`src/rtl/tlul_reg_responder.sv`:
```
// TL-UL device-side responder: terminates one crossbar port, runs a single
// transaction at a time through a req/gnt/rvalid register backend and always
// answers on the D channel. Illegal requests and backend timeouts return d_error.

package tlul_pkg;

    // A-channel opcodes
    localparam logic [2:0] PutFullData    = 3'h0;
    localparam logic [2:0] PutPartialData = 3'h1;
    localparam logic [2:0] Get            = 3'h4;

    // D-channel opcodes
    localparam logic [2:0] AccessAck      = 3'h0;
    localparam logic [2:0] AccessAckData  = 3'h1;

    typedef struct packed {
        logic        a_valid;
        logic [2:0]  a_opcode;
        logic [2:0]  a_param;
        logic [1:0]  a_size;
        logic [7:0]  a_source;
        logic [31:0] a_address;
        logic [3:0]  a_mask;
        logic [31:0] a_data;
        logic        d_ready;
    } tl_h2d_t;

    typedef struct packed {
        logic        d_valid;
        logic [2:0]  d_opcode;
        logic [2:0]  d_param;
        logic [1:0]  d_size;
        logic [7:0]  d_source;
        logic        d_sink;
        logic [31:0] d_data;
        logic        d_user;
        logic        d_error;
        logic        a_ready;
    } tl_d2h_t;

endpackage

module tlul_reg_responder #(
    parameter int unsigned RegAw         = 8,
    parameter int unsigned TimeoutCycles = 255
) (
    input  logic              clk_i,
    input  logic              rst_ni,
    input  tlul_pkg::tl_h2d_t tl_i,
    output tlul_pkg::tl_d2h_t tl_o,
    output logic              req_o,
    output logic              we_o,
    output logic [RegAw-1:0]  addr_o,
    output logic [31:0]       wdata_o,
    output logic [3:0]        be_o,
    input  logic              gnt_i,
    input  logic              rvalid_i,
    input  logic [31:0]       rdata_i,
    input  logic              error_i
);
    import tlul_pkg::*;

    // A zero TimeoutCycles still needs a one-bit counter so the logic elaborates.
    localparam int unsigned CntW = (TimeoutCycles > 0) ? $clog2(TimeoutCycles + 1) : 1;
    // The counter reads 0 in the first WAIT_RSP cycle, so the last waiting cycle is T-1.
    localparam logic [CntW-1:0] TimeoutLast =
        (TimeoutCycles > 0) ? CntW'(TimeoutCycles - 1) : '0;

    typedef enum logic [1:0] {IDLE, REQ, WAIT_RSP, RESP} state_e;

    state_e            state_q, state_d;
    logic              init_q;      // low for the first cycle after reset so a_ready rises late
    logic [2:0]        opcode_q;
    logic [1:0]        size_q;
    logic [7:0]        source_q;
    logic [RegAw-1:0]  addr_q;
    logic [3:0]        mask_q;
    logic [31:0]       wdata_q;
    logic [31:0]       rdata_q;
    logic              we_q;
    logic              err_q;
    logic [CntW-1:0]   cnt_q;

    logic              a_fire;
    logic              a_legal;
    logic              timeout_hit;
    logic              unused_bits;

    assign a_fire      = (state_q == IDLE) && init_q && tl_i.a_valid;
    assign timeout_hit = (TimeoutCycles != 0) && (cnt_q == TimeoutLast);

    // Routing is resolved upstream, so upper address bits and a_param carry no meaning here.
    assign unused_bits = ^{tl_i.a_param, tl_i.a_address[31:RegAw]};

    // Protocol legality of the request currently on the A channel.
    always_comb begin
        // NOTE: every signal driven here gets a default first, so no path can infer a latch.
        a_legal = 1'b1;
        if ((tl_i.a_opcode != PutFullData) && (tl_i.a_opcode != PutPartialData) &&
            (tl_i.a_opcode != Get)) begin
            a_legal = 1'b0;
        end
        if (tl_i.a_size > 2'd2) begin
            a_legal = 1'b0;
        end
        if (tl_i.a_address[1:0] != 2'b00) begin
            a_legal = 1'b0;
        end
        if ((tl_i.a_opcode == PutFullData) && (tl_i.a_mask != 4'hF)) begin
            a_legal = 1'b0;
        end
    end

    // State register; a synchronous reset drops whatever transaction is in flight.
    always_ff @(posedge clk_i) begin
        // NOTE: sequential state uses non-blocking assignments so every flop samples pre-edge values.
        if (!rst_ni) begin
            state_q <= IDLE;
            init_q  <= 1'b0;
        end else begin
            state_q <= state_d;
            init_q  <= 1'b1;
        end
    end

    // Request capture, backend response capture and the saturating timeout counter.
    always_ff @(posedge clk_i) begin
        // NOTE: these are a handful of flops, not a memory array, so all are reset to give defined outputs.
        if (!rst_ni) begin
            opcode_q <= '0;
            size_q   <= '0;
            source_q <= '0;
            addr_q   <= '0;
            mask_q   <= '0;
            wdata_q  <= '0;
            rdata_q  <= '0;
            we_q     <= 1'b0;
            err_q    <= 1'b0;
            cnt_q    <= '0;
        end else begin
            if (a_fire) begin
                opcode_q <= tl_i.a_opcode;
                size_q   <= tl_i.a_size;
                source_q <= tl_i.a_source;
                addr_q   <= tl_i.a_address[RegAw-1:0];
                mask_q   <= tl_i.a_mask;
                wdata_q  <= tl_i.a_data;
                rdata_q  <= '0;
                we_q     <= (tl_i.a_opcode != Get);
                err_q    <= !a_legal;
            end
            if ((state_q == REQ) && gnt_i) begin
                cnt_q <= '0;
            end
            if (state_q == WAIT_RSP) begin
                if (rvalid_i) begin
                    // A response on the timeout cycle still counts as a normal completion.
                    if (!we_q) begin
                        rdata_q <= rdata_i;
                    end
                    err_q <= error_i;
                end else if (timeout_hit) begin
                    err_q <= 1'b1;
                end
                if (cnt_q != '1) begin
                    cnt_q <= cnt_q + 1'b1;
                end
            end
        end
    end

    // Next-state logic for the single-outstanding transaction sequence.
    always_comb begin
        state_d = state_q;
        unique case (state_q)
            IDLE:     if (a_fire) state_d = a_legal ? REQ : RESP;
            REQ:      if (gnt_i) state_d = WAIT_RSP;
            WAIT_RSP: if (rvalid_i || timeout_hit) state_d = RESP;
            RESP:     if (tl_i.d_ready) state_d = IDLE;
            default:  state_d = IDLE;
        endcase
    end

    // D-channel fields come only from captured registers, so they hold steady while stalled.
    always_comb begin
        tl_o         = '0;
        tl_o.a_ready = (state_q == IDLE) && init_q;
        if (state_q == RESP) begin
            tl_o.d_valid  = 1'b1;
            tl_o.d_opcode = (opcode_q == Get) ? AccessAckData : AccessAck;
            tl_o.d_size   = size_q;
            tl_o.d_source = source_q;
            tl_o.d_error  = err_q;
            if (opcode_q == Get) begin
                tl_o.d_data = err_q ? 32'hFFFF_FFFF : rdata_q;
            end
        end
    end

    assign req_o   = (state_q == REQ);
    assign we_o    = we_q;
    assign addr_o  = addr_q;
    assign wdata_o = wdata_q;
    assign be_o    = mask_q;

endmodule
```
`config.mk`:
```
export PLATFORM = sky130hd
export DESIGN_NAME = tlul_reg_responder
export DESIGN_NICKNAME = d
export VERILOG_FILES = /design/src/rtl/tlul_reg_responder.sv
export SDC_FILE = /design/constraint.sdc
export NUM_CORES = 1
export LEC_CHECK = 0
export ABC_AREA = 1
export CAP_MARGIN = 10
export CORE_ASPECT_RATIO = 0.6
export CORE_MARGIN = 2
export CORE_UTILIZATION = 40
export DETAILED_ROUTE_END_ITERATION = 16
export PLACE_DENSITY_LB_ADDON = 0.3
export SYNTH_ARGS = -nofsm -noshare
export SYNTH_HDL_FRONTEND = slang
export SYNTH_SLANG_ARGS = --single-unit
```
`constraint.sdc`:
```
create_clock -name clk_i -period 1.8 [get_ports clk_i]
set_input_delay 0.36 -clock clk_i [delete_from_list [all_inputs] [get_ports clk_i]]
set_output_delay 0.36 -clock clk_i [all_outputs]
set_load 0.02 [all_outputs]
```
Fig. 1: run 1, ports around the boundary
Pins as bars across the die edge, other pins in gray.
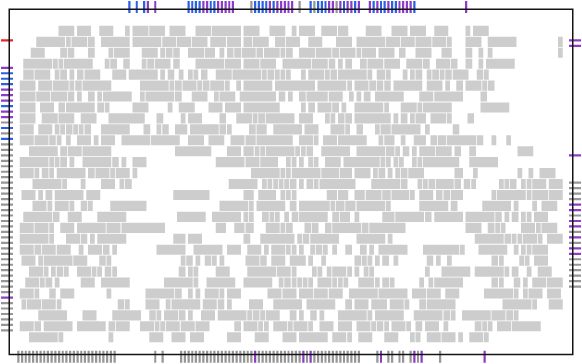
legend:
  `tl_o`:
    color: purple
    pins: 53
    direction: output
    edge: 29 top, 10 right, 7 bottom, 7 left
  `clk_i`:
    color: red
    pins: 1
    direction: input
    edge: left
  `rdata_i`:
    color: blue
    pins: 32
    direction: input
    edge: 26 top, 6 left
all pins by edge: 90 bottom, 59 top, 50 left, 23 right

Fig. 2: run 1, placement view
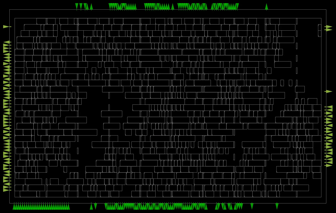
sequential cells: 102
number of tapcells: 139

Fig. 3: run 1, wiring by layer
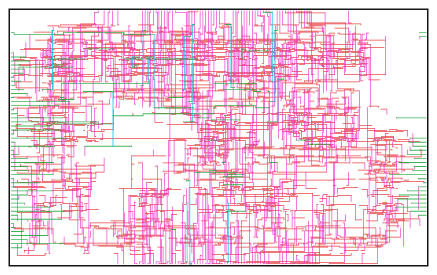
legend:
  M1:
    color: red
    wire_length: 6220 microns
  M3:
    color: green
    wire_length: 917 microns
  M2:
    color: magenta
    wire_length: 6660 microns
  M4:
    color: cyan
    wire_length: 332 microns

==> results_slide.txt, run 1 <==
Run Summary

Cells and area
  • Filler-free cell count of the finished design: 957
  • Number of antenna cells inserted: 0
  • Area taken by flip-flops and latches: between 2000 and 2500 sq um
  • Relative area of clock buffers and inverters in the final design: ~4%
  • Number of combinational gates with multiple inputs: roughly 450

Min path
  • Worst hold path endpoint: wdata_o[14]
  • Cell depth of the worst hold path: 2

Status
  • Failing checks: negative setup slack
  • Run status: complete, but fails checks

Power and ir drop
  • Power in the clock group: 1.96 mW
  • Net Sw Power: 2.561 mW
  • Total power divided by cell area: ~1000 nW/um^2
  • Power dissipated in combinational cells: 2.51 mW
  • Power group with the highest consumption: registers

Placed design
  • Placed inst area: between 6000 and 7000 sq um

Synth
  • Parity-gate share of the synthesized area counting xor and xnor cells: less than 1%
  • Synth area leader: sky130_fd_sc_hd__dfxtp_1
  • Syn Std Cell Area: about 4400 sq um
  • Prevailing logic family in the synthesized netlist: simple AND/OR/NAND/NOR gates

Route
  • Top layer in use: met4
  • Met2 wire len: 6658 microns
  • Iteration tally of the first detailed-router pass: 5

CTS
  • Buffers inserted by post-CTS timing repair: 12
  • H-tree lvl count: 3
  • Source-to-sink clock delay at the later pin of the worst-skew pair: 340 ps

Critical path
  • Crit path buf inv count: 4
  • Crit path launch: state_q[0]
  • Data arrival time of the critical path: 1590 ps
  • R2R cell count: 8
  • Critical Path Slowest Stage Cell: sky130_fd_sc_hd__dfxtp_4

STA
  • Crit path setup slack, layout: -154.7 ps
  • Number of endpoints failing setup at the final stage: 33

Global routing
  • Initial antenna violation count: 0
  • Aggregate global-route resource usage: around 22%

Floorplanning
  • Die width: between 100 and 150 microns
  • Height of the die: roughly 85 microns
==> run 1 -> run 2 <==
==> constraint.sdc (replaced) <==
create_clock -name clk_i -period 1.8 [get_ports clk_i]
set_input_delay 0.36 -clock clk_i [delete_from_list [all_inputs] [get_ports clk_i]]
set_output_delay 0.36 -clock clk_i [all_outputs]
set_load 0.005 [all_outputs]
Fig. 4: run 2, clock distribution
Bar = 50 microns.
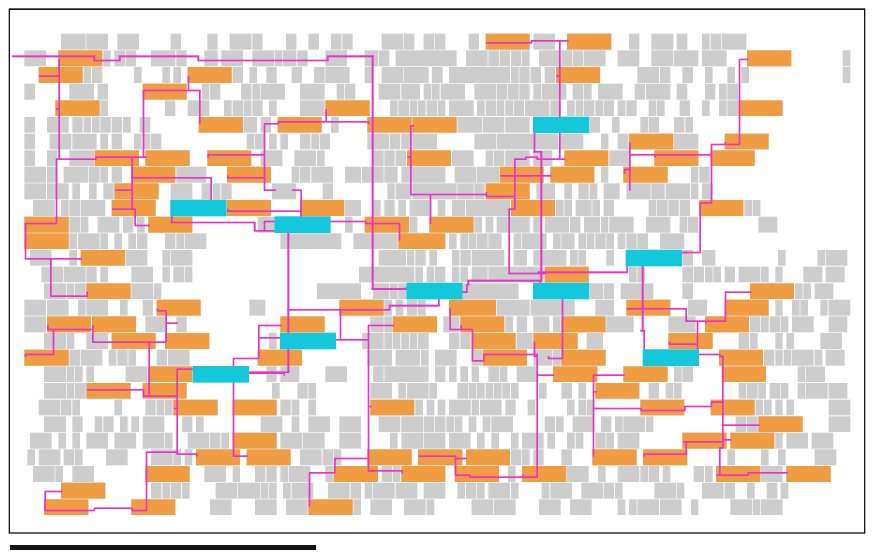
legend:
  clock wires:
    color: magenta
    length: 1160 microns
  clock-net drivers:
    color: cyan
    count: 9
  flip-flops:
    color: orange
    count: 102
flops lie: widely spread
power in the clock group: 1.87 mW
Setup Skew: 7.419 ps

Fig. 5: run 2, wiring by layer
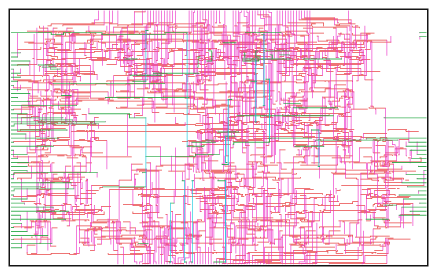
legend:
  M3:
    color: green
    wire_length: 1070 microns
  M1:
    color: red
    wire_length: 6210 microns
  M2:
    color: magenta
    wire_length: 6450 microns
  M4:
    color: cyan
    wire_length: 287 microns

==> run 2 against run 1 <==
Net effect:
- the flow still finishes with violations (negative setup slack)
- global-route usage is 0.45 points higher
- sequential power about the same
- via count shrank 0.63%
- clock skew down 1.9 ps
- cell area decreased by 2.9%
- first-iteration DRC count is 30% higher
- non-clock buffer count is 5 lower
- combinational power fell by 3%
- register-to-register slack worse by 60 ps
- wire length is 0.79% lower
- critical path depth stayed put
==> results_slide.txt, run 2 <==
Run Summary

Status
  • Run status: complete, but fails checks
  • Failing checks: negative setup slack

CTS
  • Resized cells post-CTS: roughly 210
  • Source-to-sink clock delay at the later pin of the worst-skew pair: 340 ps (about the same)
  • H-tree lvl count: 3 (unchanged)
  • Number of buffers inserted during clock tree synthesis: 9
  • Buffers inserted by post-CTS timing repair: 5 (-7)
  • CTS tree: done
  • Root cell of the clock tree: sky130_fd_sc_hd__clkbuf_16

Power and ir drop
  • Power dissipated in combinational cells: 2.44 mW (-3%)
  • Net Sw Power: 2.426 mW (-5.3%)
  • VDD IR-drop max: 0.0006534 V
  • Power group with the highest consumption: registers
  • Total power divided by cell area: 1010 nW/um^2 (+0.65%)

Synth
  • Prevailing logic family in the synthesized netlist: simple AND/OR/NAND/NOR gates
  • Cell with the most instances after synthesis: sky130_fd_sc_hd__nand2_1
  • Share of synthesized area spent on multiplexers: 0%
  • Synth area leader: sky130_fd_sc_hd__dfxtp_1
  • Synthesis-stage register bit count: 102
  • Syn Std Cell Area: 4420 sq um (unchanged)
  • Count of cell types in the netlist: 30
  • Dominant register cell in the synthesized netlist: sky130_fd_sc_hd__dfxtp_1
  • Sequential element share of the synthesized area: 46.19%
  • Fraction of synthesis flops using an asynchronous set or reset pin: 0%
  • Parity-gate share of the synthesized area counting xor and xnor cells: 0.1981% (unchanged)

Placed design
  • Worst slack at placement: -65.25 ps
  • Placed inst area: 6444 sq um (unchanged)

Critical path
  • Critical Path Slowest Stage Cell: sky130_fd_sc_hd__dfxtp_2
  • R2R cell count: 10 (+2)
  • Worst setup path end: tl_o[22]
  • Terminus of the critical flop-to-flop path: rdata_q[17]
  • Crit path launch: state_q[0]
  • Register-to-register path setup slack: 40 ps
  • Crit path buf inv count: 4 (unchanged)
  • Largest incremental delay on the critical path: 360 ps
  • Cell type group with the largest total delay on the critical path: buffers and inverters
  • Data arrival time of the critical path: 1580 ps (about the same)

Floorplanning
  • Die width: 139.7 microns (unchanged)
  • Init Core Util: roughly 41%
  • Height of the die: 85.43 microns (unchanged)
  • Number of tapcells: 139 (unchanged)

Cells and area
  • Number of antenna cells inserted: 0 (unchanged)
  • Sequential cells: 102 (unchanged)
  • Relative area of clock buffers and inverters in the final design: 4.180% (+0.086 points)
  • Number of combinational gates with multiple inputs: 448 (unchanged)
  • Share of cells above drive strength 1: 16.34%
  • Flop share of the area: between 20 and 30%
  • Fraction of area in non-clock buffers: 29.90%
  • Area taken by flip-flops and latches: 2044 sq um (-0.12%)
  • Final net count: around 940
  • Most frequent standard cell in the layout excluding fill and tap cells: sky130_fd_sc_hd__nand2_1
  • Finished Core Util: approximately two thirds
  • Filler-free cell count of the finished design: 953 (-0.42%)

Route
  • Top layer in use: met4
  • Total via count in the routed design: roughly 4700
  • Iteration tally of the first detailed-router pass: 4 (-1)
  • Met2 wire len: 6445 microns (-3.2%)
  • Residual antenna-violating net count after detailed routing: 0
  • DRC: 0
  • Iter 0 DRT Violations: ~350

STA
  • Number of endpoints failing setup at the final stage: 33 (unchanged)
  • Worst Hold Slack: between 400 and 500 ps
  • Crit path setup slack, layout: -138.9 ps (+15.82 ps)
  • Maximum operating frequency: around 520 MHz

Run
  • Total tool warning count: around 60

Min path
  • Hold Startpoint: wdata_o[21]
  • Cell depth of the worst hold path: 2 (unchanged)
  • Worst hold path endpoint: wdata_o[21]

Global routing
  • Aggregate global-route resource usage: 22.70% (+0.45 points)
  • Wire length of the first global-routing pass: 22130 microns
  • Global routing met1 resource utilization: about 29%
  • Total gr overflow: 0
  • Initial antenna violation count: 0 (unchanged)
==> run 2 -> run 3 <==
--- a/config.mk
+++ b/config.mk
@@ -5,7 +5,7 @@
 export SDC_FILE = /design/constraint.sdc
 export NUM_CORES = 1
 export LEC_CHECK = 0
-export ABC_AREA = 1
+export ABC_AREA = 0
 export CAP_MARGIN = 10
 export CORE_ASPECT_RATIO = 0.6
 export CORE_MARGIN = 2
Fig. 6: run 3, ports around the boundary
Pins as bars across the die edge, other pins in gray.
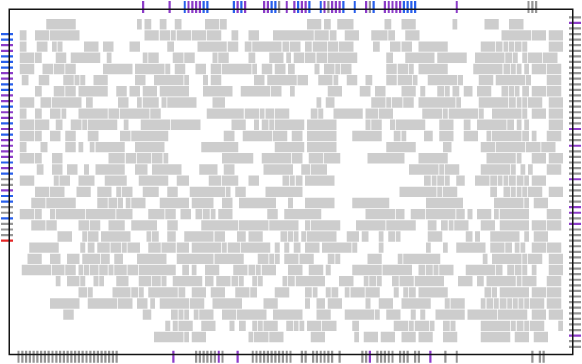
legend:
  `clk_i`:
    color: red
    pins: 1
    direction: input
    edge: left
  `tl_o`:
    color: purple
    pins: 53
    direction: output
    edge: 25 top, 15 left, 8 right, 5 bottom
  `rdata_i`:
    color: blue
    pins: 32
    direction: input
    edge: 17 top, 15 left
die width: 136.9 microns
height of the die: 83.72 microns
number of input and output port buffers inserted: 187

Fig. 7: run 3, placement view
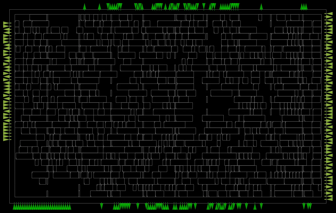
placeable core region: 10450 sq um
# fillers: 862

==> run 3 against run 2 <==
Net effect:
- the flow still finishes with violations (negative setup slack)
- critical path depth fell by 3
- non-clock buffer count is 9 higher
- utilization decreased by 0.70 points
- clock skew down 2.8 ps
==> results_slide.txt, run 3 <==
Run Summary

Status
  • Run status: complete, but fails checks
  • Failing checks: negative setup slack

Power and ir drop
  • Power group with the highest consumption: registers
  • Power dissipated in combinational cells: 2.06 mW (-16%)
  • VDD IR-drop max: 0.0006141 V (-6.0%)
  • Power in the clock group: 1.89 mW (about the same)
  • Total power divided by cell area: 976.5 nW/um^2 (-3.3%)

Cells and area
  • Number of antenna cells inserted: 0 (unchanged)
  • Finished Core Util: 64.95% (-0.70 points)
  • Area taken by flip-flops and latches: 2047 sq um (+0.12%)
  • Filler-free cell count of the finished design: 850 (-11%)
  • Number of combinational gates with multiple inputs: 364 (-19%)
  • Flop share of the area: 30.16% (+0.97 points)
  • Share of cells above drive strength 1: 15.19% (-1.1 points)
  • Relative area of clock buffers and inverters in the final design: 4.313% (+0.13 points)
  • Final net count: 836 (-11%)

CTS
  • Resized cells post-CTS: 162 (-24%)
  • H-tree lvl count: 3 (unchanged)
  • Source-to-sink clock delay at the later pin of the worst-skew pair: 340 ps (about the same)
  • Root cell of the clock tree: sky130_fd_sc_hd__clkbuf_16
  • Buffers inserted by post-CTS timing repair: 10 (+5)
  • Number of buffers inserted during clock tree synthesis: 9 (unchanged)

STA
  • Crit path setup slack, layout: -264.1 ps (-125.2 ps)
  • Number of endpoints failing setup at the final stage: 46 (+39%)
  • Setup Skew: 4.636 ps (-2.783 ps)
  • Maximum operating frequency: 484.5 MHz (-6.1%)

Global routing
  • Wire length of the first global-routing pass: 20300 microns (-8.3%)
  • Global routing met1 resource utilization: 29.92% (+0.78 points)
  • Aggregate global-route resource usage: 22.28% (-0.42 points)
  • Total gr overflow: 0 (unchanged)

Synth
  • Parity-gate share of the synthesized area counting xor and xnor cells: 0.4135% (+0.22 points)
  • Dominant register cell in the synthesized netlist: sky130_fd_sc_hd__dfxtp_1
  • Fraction of synthesis flops using an asynchronous set or reset pin: 0% (unchanged)
  • Prevailing logic family in the synthesized netlist: AND-OR/OR-AND gates
  • Count of cell types in the netlist: 43 (+43%)
  • Cell with the most instances after synthesis: sky130_fd_sc_hd__nand2_1
  • Synth area leader: sky130_fd_sc_hd__dfxtp_1
  • Synthesis-stage register bit count: 102 (unchanged)

Critical path
  • Worst setup path end: tl_o[45]
  • Largest incremental delay on the critical path: 540 ps (+180 ps)
  • Terminus of the critical flop-to-flop path: err_q
  • R2R cell count: 9 (-1)
  • Crit path buf inv count: 2 (-2)
  • Register-to-register path setup slack: 20 ps (-20 ps)
  • Cell type group with the largest total delay on the critical path: buffers and inverters

Route
  • Residual antenna-violating net count after detailed routing: 0 (unchanged)
  • DRC: 0 (unchanged)
  • Iteration tally of the first detailed-router pass: 5 (+1)
  • Iter 0 DRT Violations: 177 (-49%)
  • Total via count in the routed design: 4350 (-8.2%)
  • Met2 wire len: 6486 microns (+0.64%)

Run
  • Total tool warning count: 60 (unchanged)

Min path
  • Hold Startpoint: source_q[4]
  • Worst hold path endpoint: source_q[4]
  • Cell depth of the worst hold path: 2 (unchanged)

Floorplanning
  • Init Core Util: 40.54% (-0.90 points)

Placed design
  • Placed inst area: 6275 sq um (-2.6%)
  • Worst slack at placement: -551.6 ps (-486.4 ps)
Power is estimated from default activity; no workload was simulated.
